<file path="config.mk">
export PLATFORM = sky130hd
export DESIGN_NAME = mem_arbiter
export DESIGN_NICKNAME = d
export VERILOG_FILES = /design/src/rtl/mem_arb_pkg.sv /design/src/rtl/mem_arb_priority.sv /design/src/rtl/mem_arbiter.sv
export SDC_FILE = /design/constraint.sdc
export NUM_CORES = 1
export LEC_CHECK = 0
export ABC_AREA = 1
export CORE_AREA = 2 2 126 128
export CTS_CLUSTER_DIAMETER = 120
export DETAILED_ROUTE_END_ITERATION = 6
export DIE_AREA = 0 0 128 130
export PLACE_DENSITY = 0.84
export REMOVE_ABC_BUFFERS = 1
export SLEW_MARGIN = 20
export SYNTH_ARGS = -nofsm -noshare
export SYNTH_HDL_FRONTEND = slang
export SYNTH_HIERARCHICAL = 1
export SYNTH_SLANG_ARGS = --single-unit
</file>
<file path="constraint.sdc">
create_clock -name clock_me -period 1.4 [get_ports clock_me]
set_clock_uncertainty 0.15 [all_clocks]
set_input_delay 0.28 -clock clock_me [delete_from_list [all_inputs] [get_ports clock_me]]
set_output_delay 0.28 -clock clock_me [all_outputs]
set_load 0.02 [all_outputs]
</file>
<file path="src/rtl/mem_arb_pkg.sv">
// Shared encodings for the I/D memory arbiter: FSM states, grant owner and word-alignment mask.
package mem_arb_pkg;

   typedef enum logic [1:0] {
      ST_IDLE = 2'd0,
      ST_BUSY = 2'd1,
      ST_DONE = 2'd2
   } arb_state_t;

   typedef enum logic {
      GNT_I = 1'b0,
      GNT_D = 1'b1
   } grant_t;

   localparam logic [31:0] WORD_MASK = 32'hFFFF_FFFC;

endpackage

</file>
<file path="src/rtl/mem_arb_priority.sv">
// Winner select between fetch and data ports with a starvation counter that
// forces a fetch grant after STARVE_MAX back-to-back data grants.
module mem_arb_priority
   import mem_arb_pkg::*;
#(
   parameter int STARVE_MAX = 3
) (
   input  logic   clk_i,
   input  logic   reset_i,
   input  logic   arb_en_i,
   input  logic   i_req_i,
   input  logic   d_req_i,
   output logic   grant_valid_o,
   output grant_t grant_o
);

   localparam int            SW   = $clog2(STARVE_MAX + 1);
   localparam logic [SW-1:0] SMAX = SW'(STARVE_MAX);

   logic [SW-1:0] starve_q;
   logic [SW-1:0] starve_d;

   always_comb begin
      grant_valid_o = i_req_i | d_req_i;
      grant_o       = GNT_D;
      if (i_req_i && (!d_req_i || (starve_q == SMAX))) begin
         grant_o = GNT_I;
      end

      starve_d = starve_q;
      if (arb_en_i) begin
         // An idle cycle without a pending fetch means nobody is being starved.
         if (!i_req_i || (grant_o == GNT_I)) begin
            starve_d = '0;
         end else if (starve_q != SMAX) begin
            starve_d = starve_q + SW'(1);
         end
      end
   end

   always_ff @(posedge clk_i) begin
      if (reset_i) begin
         starve_q <= '0;
      end else begin
         starve_q <= starve_d;
      end
   end

endmodule

</file>
<file path="src/rtl/mem_arbiter.sv">
// Single-port memory arbiter between instruction fetch and data access, one access at a time
// with LATENCY wait cycles. Optional grant/wait statistics when MEM_ARB_STATS_EN is defined.
//
// state | meaning
// IDLE  | arbitrate pending requests, latch the winner
// BUSY  | drive memory for LATENCY cycles; strobe/capture in the last one
// DONE  | one-cycle ready pulse to the granted port
module mem_arbiter
   import mem_arb_pkg::*;
#(
   parameter int LATENCY    = 2,
   parameter int STARVE_MAX = 3
) (
   input  logic        clock_me,
   input  logic        reset,
   input  logic        i_req,
   input  logic [31:0] i_addr,
   output logic        i_ready,
   output logic [31:0] i_rdata,
   input  logic        d_req,
   input  logic        d_we,
   input  logic [31:0] d_addr,
   input  logic [31:0] d_wdata,
   output logic        d_ready,
   output logic [31:0] d_rdata,
   output logic [31:0] m_addr,
   output logic        m_wmem,
   output logic [31:0] m_in,
   input  logic [31:0] m_out
`ifdef MEM_ARB_STATS_EN
   ,
   output logic [31:0] stat_i_grants,
   output logic [31:0] stat_d_grants,
   output logic [31:0] stat_wait_cycles
`endif
);

   localparam int            CW   = (LATENCY > 1) ? $clog2(LATENCY) : 1;
   localparam logic [CW-1:0] LOAD = CW'(LATENCY - 1);

   arb_state_t    state_q, state_d;
   logic [CW-1:0] cnt_q, cnt_d;
   grant_t        gnt_q, gnt_d;
   logic [31:0]   addr_q, addr_d;
   logic          we_q, we_d;
   logic [31:0]   wdata_q, wdata_d;
   logic [31:0]   i_rdata_q, i_rdata_d;
   logic [31:0]   d_rdata_q, d_rdata_d;

   logic   arb_en;
   logic   win_valid;
   grant_t win_gnt;
   logic   last_wait;

   assign arb_en    = (state_q == ST_IDLE);
   assign last_wait = (state_q == ST_BUSY) && (cnt_q == '0);

   mem_arb_priority #(
      .STARVE_MAX(STARVE_MAX)
   ) u_prio (
      .clk_i        (clock_me),
      .reset_i      (reset),
      .arb_en_i     (arb_en),
      .i_req_i      (i_req),
      .d_req_i      (d_req),
      .grant_valid_o(win_valid),
      .grant_o      (win_gnt)
   );

   always_comb begin
      state_d   = state_q;
      cnt_d     = cnt_q;
      gnt_d     = gnt_q;
      addr_d    = addr_q;
      we_d      = we_q;
      wdata_d   = wdata_q;
      i_rdata_d = i_rdata_q;
      d_rdata_d = d_rdata_q;
      case (state_q)
         ST_IDLE: begin
            if (win_valid) begin
               gnt_d   = win_gnt;
               cnt_d   = LOAD;
               state_d = ST_BUSY;
               if (win_gnt == GNT_D) begin
                  addr_d  = d_addr;
                  we_d    = d_we;
                  wdata_d = d_wdata;
               end else begin
                  addr_d = i_addr;
                  we_d   = 1'b0;
               end
            end
         end
         ST_BUSY: begin
            if (cnt_q == '0) begin
               if (gnt_q == GNT_I) begin
                  i_rdata_d = m_out;
               end else if (!we_q) begin
                  d_rdata_d = m_out;
               end
               state_d = ST_DONE;
            end else begin
               cnt_d = cnt_q - CW'(1);
            end
         end
         ST_DONE: state_d = ST_IDLE;
         default: state_d = ST_IDLE;
      endcase
   end

   always_ff @(posedge clock_me) begin
      if (reset) begin
         state_q   <= ST_IDLE;
         cnt_q     <= '0;
         gnt_q     <= GNT_I;
         addr_q    <= '0;
         we_q      <= 1'b0;
         wdata_q   <= '0;
         i_rdata_q <= '0;
         d_rdata_q <= '0;
      end else begin
         state_q   <= state_d;
         cnt_q     <= cnt_d;
         gnt_q     <= gnt_d;
         addr_q    <= addr_d;
         we_q      <= we_d;
         wdata_q   <= wdata_d;
         i_rdata_q <= i_rdata_d;
         d_rdata_q <= d_rdata_d;
      end
   end

   // Reset gates the strobe combinationally so an in-flight store is dropped.
   assign m_wmem  = last_wait && (gnt_q == GNT_D) && we_q && !reset;
   assign m_addr  = addr_q & WORD_MASK;
   assign m_in    = wdata_q;
   assign i_ready = (state_q == ST_DONE) && (gnt_q == GNT_I);
   assign d_ready = (state_q == ST_DONE) && (gnt_q == GNT_D);
   assign i_rdata = i_rdata_q;
   assign d_rdata = d_rdata_q;

`ifdef MEM_ARB_STATS_EN
   logic [31:0] st_i_q, st_d_q, st_w_q;
   logic        i_served, d_served, any_wait;

   assign i_served = (state_q != ST_IDLE) && (gnt_q == GNT_I);
   assign d_served = (state_q != ST_IDLE) && (gnt_q == GNT_D);
   assign any_wait = (i_req && !i_served) || (d_req && !d_served);

   always_ff @(posedge clock_me) begin
      if (reset) begin
         st_i_q <= '0;
         st_d_q <= '0;
         st_w_q <= '0;
      end else begin
         if (arb_en && win_valid && (win_gnt == GNT_I)) st_i_q <= st_i_q + 32'd1;
         if (arb_en && win_valid && (win_gnt == GNT_D)) st_d_q <= st_d_q + 32'd1;
         if (any_wait)                                  st_w_q <= st_w_q + 32'd1;
      end
   end

   assign stat_i_grants    = st_i_q;
   assign stat_d_grants    = st_d_q;
   assign stat_wait_cycles = st_w_q;
`endif

endmodule

</file>
Run 1, signal wires by layer:
Only two layers are drawn.
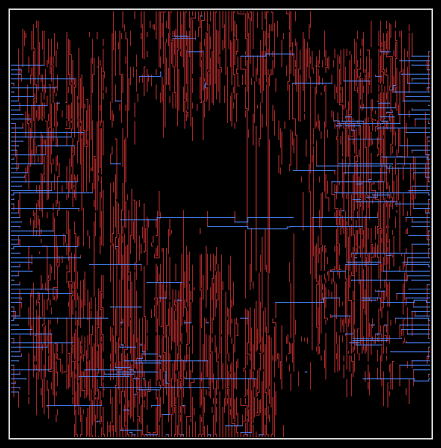
| layer | colour | wire length |
|---|---|---|
| metal 2 | red | 11600 um |
| metal 3 | blue | 1750 um |
post-detailed-routing wire length: 22400 um
Routed wire per std cell: 16.3 um

Run 1, sequential cells coloured by netlist name:
Bar = 50 um. Other sequential cells in the stronger grey, the rest of the logic in the fainter grey.
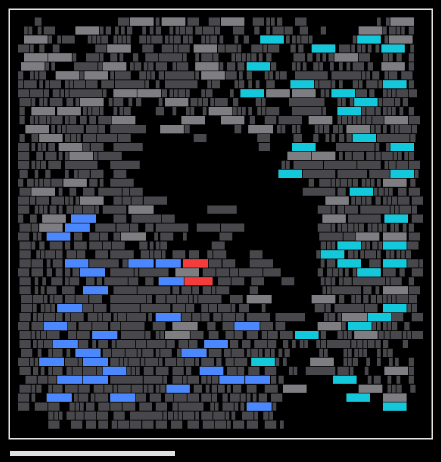
| signal | colour | placed flops |
|---|---|---|
| i_rdata | cyan | 32 |
| state_q | red | 2 |
| addr_q | blue | 30 |
not coloured: 69
fin util: 0.690
Sequential cell area: 0.00271 mm2

Run 1, local utilization:
Bar = 50 um. 13 x 13 tiles, from dark purple (low) to yellow (high), 0 to 100% covered.
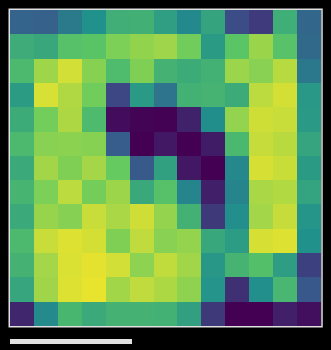
mean over tiles: 63%
tiles over 75% full: 41%
nearly empty tiles: 4.1%
fullest tile: 97%
emptiest ninth of the die: centre
floorplan core area: 0.0154 mm2
effective utilization at floorplan: 0.370

==> run summary, run 1 <==
Results of the implementation run.

The flow ran to the end, but the final reports show violations. The checks that failed: setup timing. Per STA, the highest per-stage delay on the worst path measures ~0.35 ns. For this design, the slowest cell found on the critical path is dfxtp_2. The critical path class is reg2out. For reference, the critical path cell chain is inv_4, nor4_4, buf_4.

The insertion delay to the later sink of the worst-skew pair came out at ~0.41 ns. Once detailed placement completed, the half-perimeter wirelength came to about 12000 um. In the log, the iteration count for the first detailed-route pass is 5. The CTS clock-pin slew for the worst setup and hold paths came out at ~0.060 ns. The instance tally after logic synthesis came out at approximately 860. Total global-route track usage over all layers is 0.249. The layout cell share with drive strength beyond 1 came out at 0.403. For this run the top cell type by instance count after synthesis was nand2_1. The area growth from synthesis to layout is 86.7%.

Endpoints with negative setup slack in the final report add up to ~140. Setup repair after global routing could not meet its margin everywhere. The final-layout worst hold slack is just under 0.3 ns. The number of warnings issued by yosys is 6. The deepest clock path buffer count came out at 2.

The number of placement rows came out at roughly 46. The via count of the first global-routing pass was approximately 6500. The number of max-slew violations in the final report came out at 0.

The class of the tightest hold or removal check is in2reg. The average vias per placed instance is ~4.9. The post-synthesis instance area came out at about 0.0057 mm2. The sum of overflow across all layers after global routing is 0.

The I/O pin total is ~260. Summing over the stages, the warning tally comes to 31. The run reported a max-capacitance violation count of 0. The combined area of the multi-input logic cells came out at between 0.003 and 0.004 mm2.

The clock sink count is 133. The post-synthesis cell type count is 25. The pin count of the biggest net entering global routing is around 64. The detailed router finished its first iteration with between 300 and 400 violations.

The number of antenna violations at the first check in global routing was 0. The setup TNS after final layout is -20.00 ns. The placement report lists the number of port buffers as 257. In the synthesized netlist the dominant register cell turns out to be dfxtp_1.

The count of inserted antenna diode cells came out at 0. The cell taking the most area after synthesis is dfxtp_1. The tree is rooted in a clkbuf_16. The highest fanout seen on the critical path is 4. The share of synthesized area in the top cell type comes to 0.467. Total power normalized to cell area comes to about 1200 mW/mm2. The last weighted congestion value of the routability-driven placer came out at between 0.8 and 0.9. The post-route clock period utilization came out at 1.20. The first-pass GRT wire length is ~32000 um. The data arrival at the endpoint of the critical path is ~1.3 ns. The routed layout has about 6800 vias. TritonCTS built the clock tree.

The count of nets left with antenna violations once routing finished came out at 0. Per the synth stats, the proportion of register bits with asynchronous set or reset is 0. TritonCTS created 17 clock buffers. The yosys cell count is between 800 and 900. The depth of the CTS H-tree is 4. The final hold violation count is 0.

The fill cell instance count of the final layout is 1148. For the finished layout, the period the worst path requires is approximately 1.7 ns. Sorting the synthesized cells by area gives the leading types as dfxtp_1 47%, nand2_1 15%, nor2_1 13%. The post-synthesis area per instance is around 6.6 um2. STA classifies the critical path startpoint as a flop. The final net count came out at 1303.

The critical path data required time is 0.97 ns. The hold buffer count at CTS came out at 0. Yosys reports that the most numerous cell types are 225 x nand2_1, 197 x nor2_1, 133 x dfxtp_1. VDD sags by at most a little under 800 uV. Setup slack on the critical path of the routed design comes to -0.278 ns.

The total cell area reported by yosys after synthesis is roughly 0.0057 mm2. Per the OpenROAD power report, leakage power amounts to ~5.2 nW. The die span in y is about 130 um. The proportion of synthesized chip area in sequential cells is 0.467.

The number of synthesized register bits came out at between 100 and 150. The die extent in x is between 100 and 150 um. STA classifies the critical path endpoint as an output port.

The number of enable-type register cells in the synthesized netlist is 0. The die area is 0.0166 mm2. TritonRoute reported its final design rule violation total as 0. The fmax came out at roughly 600 MHz.
## run 1: state kept, by name (all words and copies together), names as in the netlist
name and count:
addr_q 30, u_prio/starve_q 2, m_in 32, gnt_q 1, we_q 1, i_rdata 32, cnt_q 1, d_rdata 32
state_q 2
## run 1: critical path, delay by kind of cell, from the launching register on
kind	cells	cell delay [ns]
simple gates	1	0.24
flops	1	0.35
buf+inv	2	0.24
## run 1: logic make-up after synthesis
family	Yosys count	synth area share
AND/OR/NAND/NOR	502	0.355
flip-flops	133	0.467
adder cells (fa/ha/maj)	1	0.00219
other	1	0.000658
AND-OR/OR-AND	66	0.0584
buffers and inverters	156	0.117
## run 1: area by class of cell
class,instances,area share
repair inverters,3,0.00458
clock buffers,19,0.0425
clock inverters,13,0.0123
well taps,192,0.0226
repair buffers,340,0.314
flip-flops and latches,133,0.254
multi-input cells,572,0.310
inverters,102,0.0391
## run 1: through the flow
| stage | setup WS, ns | cells | power (W) | utilization | area, um2 |
|---|---|---|---|---|---|
| after floorplan | -2.12 | 806 | 0.00577 | - | 5420 |
| after global placement | -0.650 | 1292 | 0.00726 | 0.562 | 8670 |
| after detailed placement | -0.681 | 1292 | 0.00732 | 0.562 | 8670 |
| after CTS | -0.301 | 1373 | 0.0124 | 0.654 | 10100 |
| after global routing | -0.348 | 1374 | 0.0133 | 0.690 | 10600 |
| final | -0.278 | 1374 | 0.0128 | 0.690 | 10600 |
## run 1: timing repair
| item | in CTS | in global routing |
|---|---|---|
| pin swaps | 51 | 45 |
| gates resized | 712 | 227 |
| cloned | 24 | 2 |
| endpoints found under the setup margin | 257 | 165 |
| buffers inserted | 25 | 13 |
## run 1: power by group
| part | leakage [nW] | internal [W] | total [W] | switching [W] |
|---|---|---|---|---|
| sequential | 1.10 | 0.00416 | 0.00439 | 0.000231 |
| combinational | 3.77 | 0.00184 | 0.00398 | 0.00214 |
| clock | 0.289 | 0.00270 | 0.00439 | 0.00169 |
## run 1: per-layer routing
layer | share of wire | global-route usage | wire, um | vias up
met4 | 0.037 | 0.113 | 818 | 0
met5 | 0 | 0 | 0 | -
met1 | 0.37 | 0.270 | 8160 | 3118
met3 | 0.078 | 0.0668 | 1750 | 72
li1 | - | - | - | 3236
met2 | 0.52 | 0.455 | 11600 | 324
## run 1: worst paths after layout
| check | to | slack, ns | depth (start not counted) | start |
|---|---|---|---|---|
| worst max-delay path | m_wmem | -0.28 | 3 | gnt_q |
| worst min-delay path | m_in[22] | 0.29 | 3 | d_wdata[22] |
| worst max register to register | addr_q[13] | -0.26 | 8 | state_q[0] |
| worst min register to register | d_rdata[3] | 0.31 | 2 | d_rdata[3] |
## run 1: cell usage in the layout, fill, tap and decap left out, drive strengths merged, types with 2 or more instances in the layout
master / instances
nand4: 2
clkbuf: 20
clkinv: 11
nand2: 226
a21oi: 35
dfxtp: 133
clkinvlp: 2
nand3: 68
nor2: 202
nor3: 2
clkdlybuf4s50: 128
o21ai: 30
inv: 103
conb: 2
buf: 210
bufinv: 2
Run 1, routed metal per tile:
26 x 26 tiles, from dark purple (low) to yellow (high), scaled to the fullest tile. Values are wire area over tile area, all layers added.
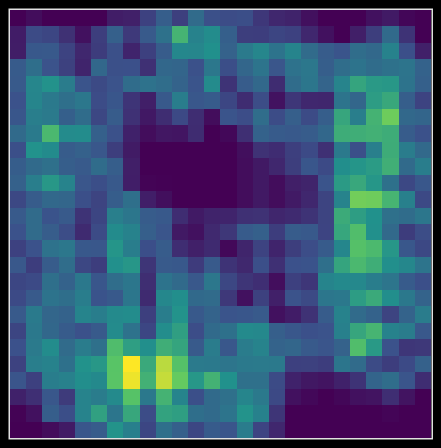

==> run 2: changes to the inputs <==
--- a/config.mk
+++ b/config.mk
@@ -6,14 +6,12 @@
 export NUM_CORES = 1
 export LEC_CHECK = 0
 export ABC_AREA = 1
-export CORE_AREA = 2 2 126 128
+export CORE_AREA = 2 2 129 131
 export CTS_CLUSTER_DIAMETER = 120
 export DETAILED_ROUTE_END_ITERATION = 6
-export DIE_AREA = 0 0 128 130
-export PLACE_DENSITY = 0.84
-export REMOVE_ABC_BUFFERS = 1
+export DIE_AREA = 0 0 131 133
+export PLACE_DENSITY = 0.82
 export SLEW_MARGIN = 20
 export SYNTH_ARGS = -nofsm -noshare
 export SYNTH_HDL_FRONTEND = slang
-export SYNTH_HIERARCHICAL = 1
 export SYNTH_SLANG_ARGS = --single-unit
==> constraint.sdc (replaced) <==
create_clock -name clock_me -period 1.5 [get_ports clock_me]
set_clock_uncertainty 0.15 [all_clocks]
set_input_delay 0.3 -clock clock_me [delete_from_list [all_inputs] [get_ports clock_me]]
set_output_delay 0.3 -clock clock_me [all_outputs]
set_load 0.02 [all_outputs]
Run 2, routed metal per tile:
26 x 27 tiles, from dark purple (low) to yellow (high), scaled to the fullest tile. Values are wire area over tile area, all layers added.
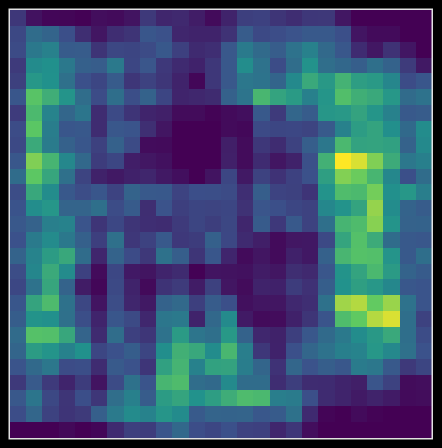
mean over tiles: 0.25
densest ninth of the die: east
tiles over half the peak: 16%
emptiest ninth of the die: centre
nearly empty tiles: 6.1%
total number of vias: 7064
GRT Total Usage: 0.215

==> run 2 against run 1 <==
- critical endpoint unchanged
- first-iteration DRC count rose by 4.5%
- clock power rose by 13%
- routed wire length rose by 11%
- total power rose by 0.35%
- the run still ends with setup timing left
- synthesized cell count rose by 4.9%
- die area rose by 4.7%
- design area rose by 1.5%
- worst hold slack improved by 0.016 ns
==> run summary, run 2 <==
Results of the implementation run.

The average vias per placed instance is 4.91 (about the same). The area growth from synthesis to layout is 81.8%. The instance tally after logic synthesis is 901 (+4.9%). By count the netlist is led by 196 x nor2_1, 169 x nand2_1, 158 x nand3_1.

The post-synthesis area per instance is 6.60 um2 (-0.62%). The share of total power in the clock network came out at 0.388 (+0.044). The die span in y is 133 um (+2.3%).

The number of clock buffers inserted by TritonCTS came out at 17 (unchanged). The clock sink count came out at 133 (unchanged). The proportion of synthesized chip area in sequential cells is 0.448 (-0.0190).

The peak ir drop on the vdd network was 823 uV (+5.9%). The I/O pin total came out at 264 (unchanged). The most popular library cell in the synthesized design by count is nor2_1. The run finished, with violations left. The sum of overflow across all layers after global routing is 0 (unchanged). The number of antenna violations at the first check in global routing came out at 0 (unchanged).

The combined area of the multi-input logic cells is 0.00292 mm2 (-12%). The power per unit of standard cell area is 1180 mW/mm2 (-1.1%). The sequential share of power came out at 0.319 (-0.025). The worst setup slack after layout is -0.351 ns (-0.0737 ns). Hold analysis lists the worst path endpoint as m_in[7]. The sum of routed wire length over all layers is 24900 um (+11%). The number of max-capacitance violations reported is 0 (unchanged).

In the post-synthesis netlist, the biggest area contributors are dfxtp_1 45%, nand3_1 13%, nor2_1 12%. In this run the critical register-to-register path is captured at m_in[28]. The post-synthesis cell type count came out at 19 (-24%).

The deepest clock path buffer count came out at 2 (unchanged). The portion of synthesized cell area occupied by the leading cell type was 0.448 (-0.0190). The proportion of register bits with asynchronous set or reset after synthesis is 0 (unchanged). The depth of the CTS H-tree is 4 (unchanged). The length of the first detailed-routing pass in iterations is 5 (unchanged).

The leading register cell type out of synthesis is dfxtp_1. Looking at area per cell type in the netlist, the leader is dfxtp_1. The number of DRC markers in iteration 0 came out at 374 (+4.5%). The number of synthesized register bits came out at 133 (unchanged). The critical path data required time is 1.05 ns (+0.08 ns).

The number of warnings issued by yosys is 0 (-6). The die extent in x is 131 um (+2.3%). The layout cell share with drive strength beyond 1 is 0.292 (-0.111).

The hold buffer count at CTS is 0 (unchanged). The number of placement rows came out at 47 (+2.2%). The leakage power came to 5.20 nW (+0.80%). STA lists the startpoint of the worst hold path as m_in[7].

The share of total power consumed by net switching was 0.299 (-0.0191). The net switching power is 0.00383 W (-5.7%). The cell internal power dissipation came out at 0.00898 W (+3.2%).

The last weighted congestion value of the routability-driven placer came out at 0.808 (-4.2%). The final-layout worst hold slack came to 0.308 ns (+0.0163 ns). The number of enable-type register cells in the synthesized netlist is 0 (unchanged). The class of the tightest hold or removal check is reg2reg. The final reports fail on setup timing. The utilization after layout is 0.668 (-0.0220). The first-pass GRT wire length came out at 29300 um (-9.5%).

The pre-placement core utilization is 0.368 (-0.00214). The setup violation total in the final timing report is 116 (-14%). The pin count of the biggest net entering global routing was 52 (-19%). The worst hold path depth is 2 (-1). Per the cell usage report, the commonest logic cell in the layout is nor2_1. The post-synthesis instance area is 0.00594 mm2 (+4.2%).

Setup repair after global routing could not meet its margin everywhere. The number of max-slew violations in the final report came out at 0 (unchanged). The data arrival at the endpoint of the critical path came out at 1.40 ns (+0.15 ns).

The DRC violation count after routing came out at 0 (unchanged). The worst register-to-register path begins at state_q[1]. The routed wirelength normalized by instance count is 17.3 um (+6.2%).

The highest fanout seen on the critical path came to 2 (-2). The length in cells of the worst reg-to-reg path is 9 (+1). The top cell types in the final layout, fill and taps aside, are 181 x nor2_1, 159 x nand2_1, 128 x nand3_1, 128 x dfxtp_1, 127 x inv_1. The insertion delay to the later sink of the worst-skew pair is 0.41 ns (about the same).

The final timing summary puts the cycle share of the worst path at 1.23. The CTS clock-pin slew for the worst setup and hold paths is 0.06 ns (about the same). The OpenROAD warning count was 32 (+3.2%). The fill cell instance count of the final layout is 1344 (+17%). The quantity of I/O buffers inserted on ports was 257 (unchanged). The area occupied by registers is 0.00267 mm2 (-1.3%). The total cell area reported by yosys after synthesis is 0.00594 mm2 (+4.2%). The via count of the first global-routing pass came to 6168 (-5.4%). The post-DP HPWL came out at 12700 um (+9.0%). The die area came out at 0.0174 mm2 (+4.7%). The worst setup path is launched from a flop. The critical path class is reg2out. The placeable core region was 0.0162 mm2 (+4.8%). The critical path capture point type is an output port. The final hold violation count came out at 0 (unchanged). Looking at the clock tree report, the root buffer type is clkbuf_16. The total power came out at 0.0128 W (+0.35%). The count of inserted antenna diode cells is 0 (unchanged). The smallest clock period supported by the final layout is computed as 1.85 ns.

The fmax came out at about 540 MHz. TritonCTS built the clock tree. The number of nets with antenna violations after detailed routing is 0 (unchanged).

OpenSTA lists the critical path startpoint as state_q[0]. The internal reg-to-reg setup slack is -0.19 ns (+0.07 ns). The yosys cell count came to 901 (+4.9%).

The logic gate share of total power is 0.293 (-0.019). The final net count came to 1340 (+2.8%).
## run 2: netlist changes by cell type in the layout (fill, tap and decap cells not counted), moves of 27 or more
cell             change
clkdlybuf4s15_2     +45
nand2_2             -27
dfxtp_2             -28
nand3_1             +82
inv_1               +32
buf_4               -45
dfxtp_1             +28
nand2_4             -39
## run 2: final cells by class
type | count | area share
inverter | 134 | 0.0482
clock buffer | 20 | 0.0413
multi-input combinational | 576 | 0.270
timing repair buffer | 344 | 0.345
sequential | 133 | 0.247
clock inverter | 12 | 0.0230
tap | 220 | 0.0255
## run 2: per-layer routing
metal,track usage,share of wire
met1,0.228,0.35
met2,0.378,0.49
met3,0.0845,0.10
met4,0.0827,0.054
met5,0,0
## run 2: how the worst max path moves through the flow
stage	to	cells past startpoint
after floorplan	m_wmem	3
after global placement	m_wmem	4
after detailed placement	m_wmem	4
after CTS	m_wmem	5
after global routing	m_wmem	5
final	m_wmem	5
## run 2: power groups by stage
| stage | clock (W) | combinational [W] | sequential (W) |
|---|---|---|---|
| global route | 0.00517 | 0.00399 | 0.00412 |
| floorplan | 0 | 0.00111 | 0.00455 |
| detailed placement | 0 | 0.00293 | 0.00414 |
| CTS | 0.00502 | 0.00297 | 0.00407 |
| finish | 0.00497 | 0.00375 | 0.00408 |
| global placement | 0 | 0.00289 | 0.00412 |
## run 2: worst max-delay path, cell delays in order (launching register included)
cell,delay [ns]
dfxtp_2,0.33
inv_2,0.05
nor2_4,0.09
nand2_2,0.08
nor4_4,0.23
buf_4,0.21
## run 2: what timing repair did
action	4_1_cts	5_1_grt
gates resized	404	218
cloned	3	33
pin swaps	2	65
buffers inserted	5	13
setup endpoints to repair	237	206
## run 2: cell families after synthesis
logic type	share of synthesized area
compound gates	0.0312
fa+ha+maj	0.00210
buf+inv	0.136
flops	0.448
other cells	0.000631
simple gates	0.382
## run 2: through the flow
step	TNS (ns)	std cells	setup slack [ns]	area, um2
2_1_floorplan	0	902	0.0220	5970
3_3_place_gp	-70.67	1354	-0.843	8910
3_5_place_dp	-70.58	1354	-0.831	8910
4_1_cts	-16.23	1394	-0.374	9880
5_1_grt	-14.26	1439	-0.438	10800
6_report	-7.38	1439	-0.351	10800
Run 2, sequential cells coloured by netlist name:
Bar = 50 um. Other sequential cells in the stronger grey, the rest of the logic in the fainter grey.
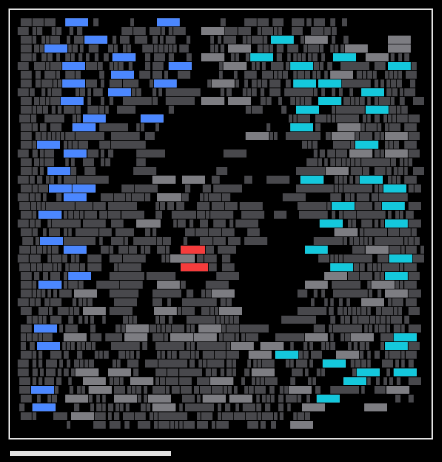

==> run 3: changes to the inputs <==
--- a/config.mk
+++ b/config.mk
@@ -10,6 +10,7 @@
 export CTS_CLUSTER_DIAMETER = 120
 export DETAILED_ROUTE_END_ITERATION = 6
 export DIE_AREA = 0 0 131 133
+export GPL_TIMING_DRIVEN = 0
 export PLACE_DENSITY = 0.82
 export SLEW_MARGIN = 20
 export SYNTH_ARGS = -nofsm -noshare
Run 3, sequential cells coloured by netlist name:
Bar = 50 um. Other sequential cells in the stronger grey, the rest of the logic in the fainter grey.
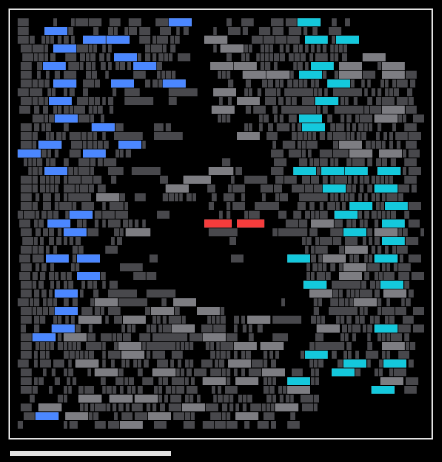
| signal | colour | placed flops |
|---|---|---|
| i_rdata | cyan | 32 |
| addr_q | blue | 30 |
| state_q | red | 2 |
Sequential cell area: 0.00268 mm2
fin util: 0.594
fraction of area in registers: 0.279

==> run 3 against run 2 <==
- register-to-register slack better by 0.10 ns
- critical endpoint unchanged
- largest power group unchanged
- design area down 11%
- die area did not move
- worst setup slack better by 0.013 ns
- combinational power shrank 23%
- the run still ends with setup timing left
- via count fell by 6.3%
==> run summary, run 3 <==
Results of the implementation run.

The run finished, with violations left. The checks that failed: setup timing. The worst setup path is launched from a flop. The proportion of register bits with asynchronous set or reset after synthesis came out at 0 (unchanged).

The routed wirelength normalized by instance count came to 13.9 um (-19%). The worst setup slack after layout is -0.338 ns (+0.0129 ns). The clock sink count came to 133 (unchanged). The count of inserted antenna diode cells came out at 0 (unchanged). The leakage power came out at 4.73 nW (-9.1%). The cell taking the most area after synthesis is dfxtp_1. The CTS clock-pin slew for the worst setup and hold paths came out at 0.06 ns (about the same). Per the run report, area growth between synthesis and finish was 61.6%. The insertion delay to the later sink of the worst-skew pair is 0.42 ns (about the same). The number of placement rows came out at 47 (unchanged).

Counting only logic cells after layout, the most numerous master is nor2_1. The relative slew slack came out at 0.644. STA shows the worst min-delay path finishing at u_prio.starve_q[1]. The critical path class is reg2out.

The length of the first detailed-routing pass in iterations came out at 5 (unchanged). The sum of overflow across all layers after global routing was 0 (unchanged). The internal reg-to-reg setup slack came out at -0.09 ns (+0.10 ns). The pin count of the biggest net entering global routing is 17 (-67%). The power per unit of standard cell area is 1160 mW/mm2 (-1.7%).

The OpenROAD warning count came out at 32 (unchanged). STA classifies the critical path endpoint as an output port. The peak ir drop on the vdd network came out at 831 uV (+0.88%).

The number of max-capacitance violations reported is 0 (unchanged). In this run the most critical hold path is launched from i_req. The proportion of synthesized chip area in sequential cells came to 0.448 (unchanged). The library cell used as clock root buffer is clkbuf_16. The number of nets with antenna violations after detailed routing came out at 0 (unchanged). The number of max-slew violations in the final report is 0 (unchanged). Checking hold timing, the worst path is listed with class in2reg. The number of warnings issued by yosys is 0 (unchanged). The post-synthesis instance area is 0.00594 mm2 (unchanged). Sorting the synthesized cells by how often they occur yields 196 x nor2_1, 169 x nand2_1, 158 x nand3_1.

The post-DP HPWL came out at 14500 um (+14%). The portion of synthesized cell area occupied by the leading cell type came to 0.448 (unchanged). The yosys cell count came to 901 (unchanged). The number of enable-type register cells in the synthesized netlist is 0 (unchanged). The deepest clock path buffer count was 2 (unchanged).

The DRC violation count after routing is 0 (unchanged). In the synthesized netlist the dominant register cell turns out to be dfxtp_1. The average vias per placed instance is 4.60 (-6.3%). The die span in y came to 133 um (unchanged). The last weighted congestion value of the routability-driven placer came out at 0.857 (+6.1%). The first-pass GRT wire length came to 30300 um (+3.5%). The most common logic cells in the final layout are 195 x nor2_1, 166 x nand2_1, 158 x nand3_1. The fmax came to 544 MHz (+0.70%). The depth of the CTS H-tree came out at 4 (unchanged). The worst hold path depth is 5 (+3). The data arrival at the endpoint of the critical path came out at 1.39 ns (about the same). The aggregate global-route resource usage is 0.222 (+0.00730). The number of antenna violations at the first check in global routing came out at 0 (unchanged). The highest fanout seen on the critical path came out at 3 (+1). The number of clock buffers inserted by TritonCTS is 17 (unchanged). The most popular library cell in the synthesized design by count is nor2_1. The I/O pin total came out at 264 (unchanged).

The pre-placement core utilization came out at 0.368 (unchanged). The final net count is 1340 (unchanged). The final hold violation count is 0 (unchanged). The setup TNS after final layout is -2.49 ns (+4.89 ns).

The number of vias after detailed routing came to 6619 (-6.3%). The sum of routed wire length over all layers came out at 20000 um (-19%). The number of synthesized register bits is 133 (unchanged). The total cell area reported by yosys after synthesis came out at 0.00594 mm2 (unchanged). The TritonCTS clock tree is built. The length in cells of the worst reg-to-reg path is 7 (-2). The worst register-to-register path begins at state_q[1].

The die area came out at 0.0174 mm2 (unchanged). The post-synthesis cell type count came out at 19 (unchanged). The hold buffer count at CTS is 0 (unchanged).

The worst slack at placement came to -1.18 ns (-0.345 ns). The die extent in x is 131 um (unchanged). The capturing point of the worst reg2reg path is addr_q[19].

Setup repair after global routing could not meet its margin everywhere. The quantity of I/O buffers inserted on ports came out at 256 (-0.39%). The post-route clock period utilization is 1.23 (-0.00861). The number of DRC markers in iteration 0 is 276 (-26%). The setup violation total in the final timing report was 59 (-49%). The post-synthesis area per instance came out at 6.60 um2 (unchanged).
-- run 3: worst max-delay path by stage --
| stage | startpoint | endpoint | slack, ns |
|---|---|---|---|
| after global routing | state_q[0] | m_wmem | -0.39 |
| final | gnt_q | m_wmem | -0.34 |
| after detailed placement | reset | m_wmem | -1.18 |
| after floorplan | gnt_q | m_wmem | 0.02 |
| after global placement | reset | m_wmem | -1.17 |
| after CTS | state_q[0] | m_wmem | -0.38 |
-- run 3: timing repair --
action / in CTS / in global routing
pin swaps: 5 / 8
endpoints found under the hold margin: 0 / 0
endpoints found under the setup margin: 253 / 192
gates cloned: 4 / 6
resized: 452 / 108
setup buffers: 13 / 7
-- run 3: worst max-delay path: stages (launching register included) --
cell,delay [ns]
dfxtp_4,0.38
inv_8,0.03
clkbuf_16,0.13
nor4_4,0.25
buf_4,0.19
-- run 3: power by group --
| group | switching, W | internal, W | total (W) |
|---|---|---|---|
| registers | 0.000198 | 0.00389 | 0.00409 |
| logic | 0.00162 | 0.00126 | 0.00288 |
| clock network | 0.00163 | 0.00258 | 0.00421 |
| total | 0.00345 | 0.00773 | 0.0112 |
-- run 3: area by class of cell --
cell class	instances	area [um2]
well taps	220	275
fillers	1525	6570
repair buffers	284	2520
flip-flops and latches	133	2680
inverters	134	510
clock inverters	11	125
multi-input cells	578	2570
plain buffers	58	455
clock buffers	21	470
-- run 3: kinds of logic (layout without fill, tap and decap cells) --
| family | after synthesis | after routing | share of synthesized area |
|---|---|---|---|
| AND/OR/NAND/NOR | 536 | 538 | 0.382 |
| buffers and inverters | 193 | 508 | 0.136 |
| flip-flops | 133 | 133 | 0.448 |
| AND-OR/OR-AND | 37 | 37 | 0.0312 |
| adder cells (fa/ha/maj) | 1 | 1 | 0.00210 |
| other | 1 | 2 | 0.000631 |
-- run 3: per-layer routing --
metal,wire length [um],track usage
met5,0,0
met4,490,0.0833
met3,1860,0.0833
met2,9990,0.392
met1,7710,0.238
-- run 3: stage by stage --
step | total power [W] | instances | instance area (um2) | hold slack (ns) | utilization
after CTS | 0.0112 | 1426 | 9760 | 0.203 | 0.603
after detailed placement | 0.00699 | 1378 | 8810 | 0.318 | 0.545
final | 0.0112 | 1439 | 9600 | 0.228 | 0.594
after global placement | 0.00694 | 1378 | 8810 | 0.311 | 0.545
after global routing | 0.0117 | 1439 | 9600 | 0.272 | 0.594
after floorplan | 0.00566 | 902 | 5970 | 0.299 | -
Power is estimated from default activity; no workload was simulated.
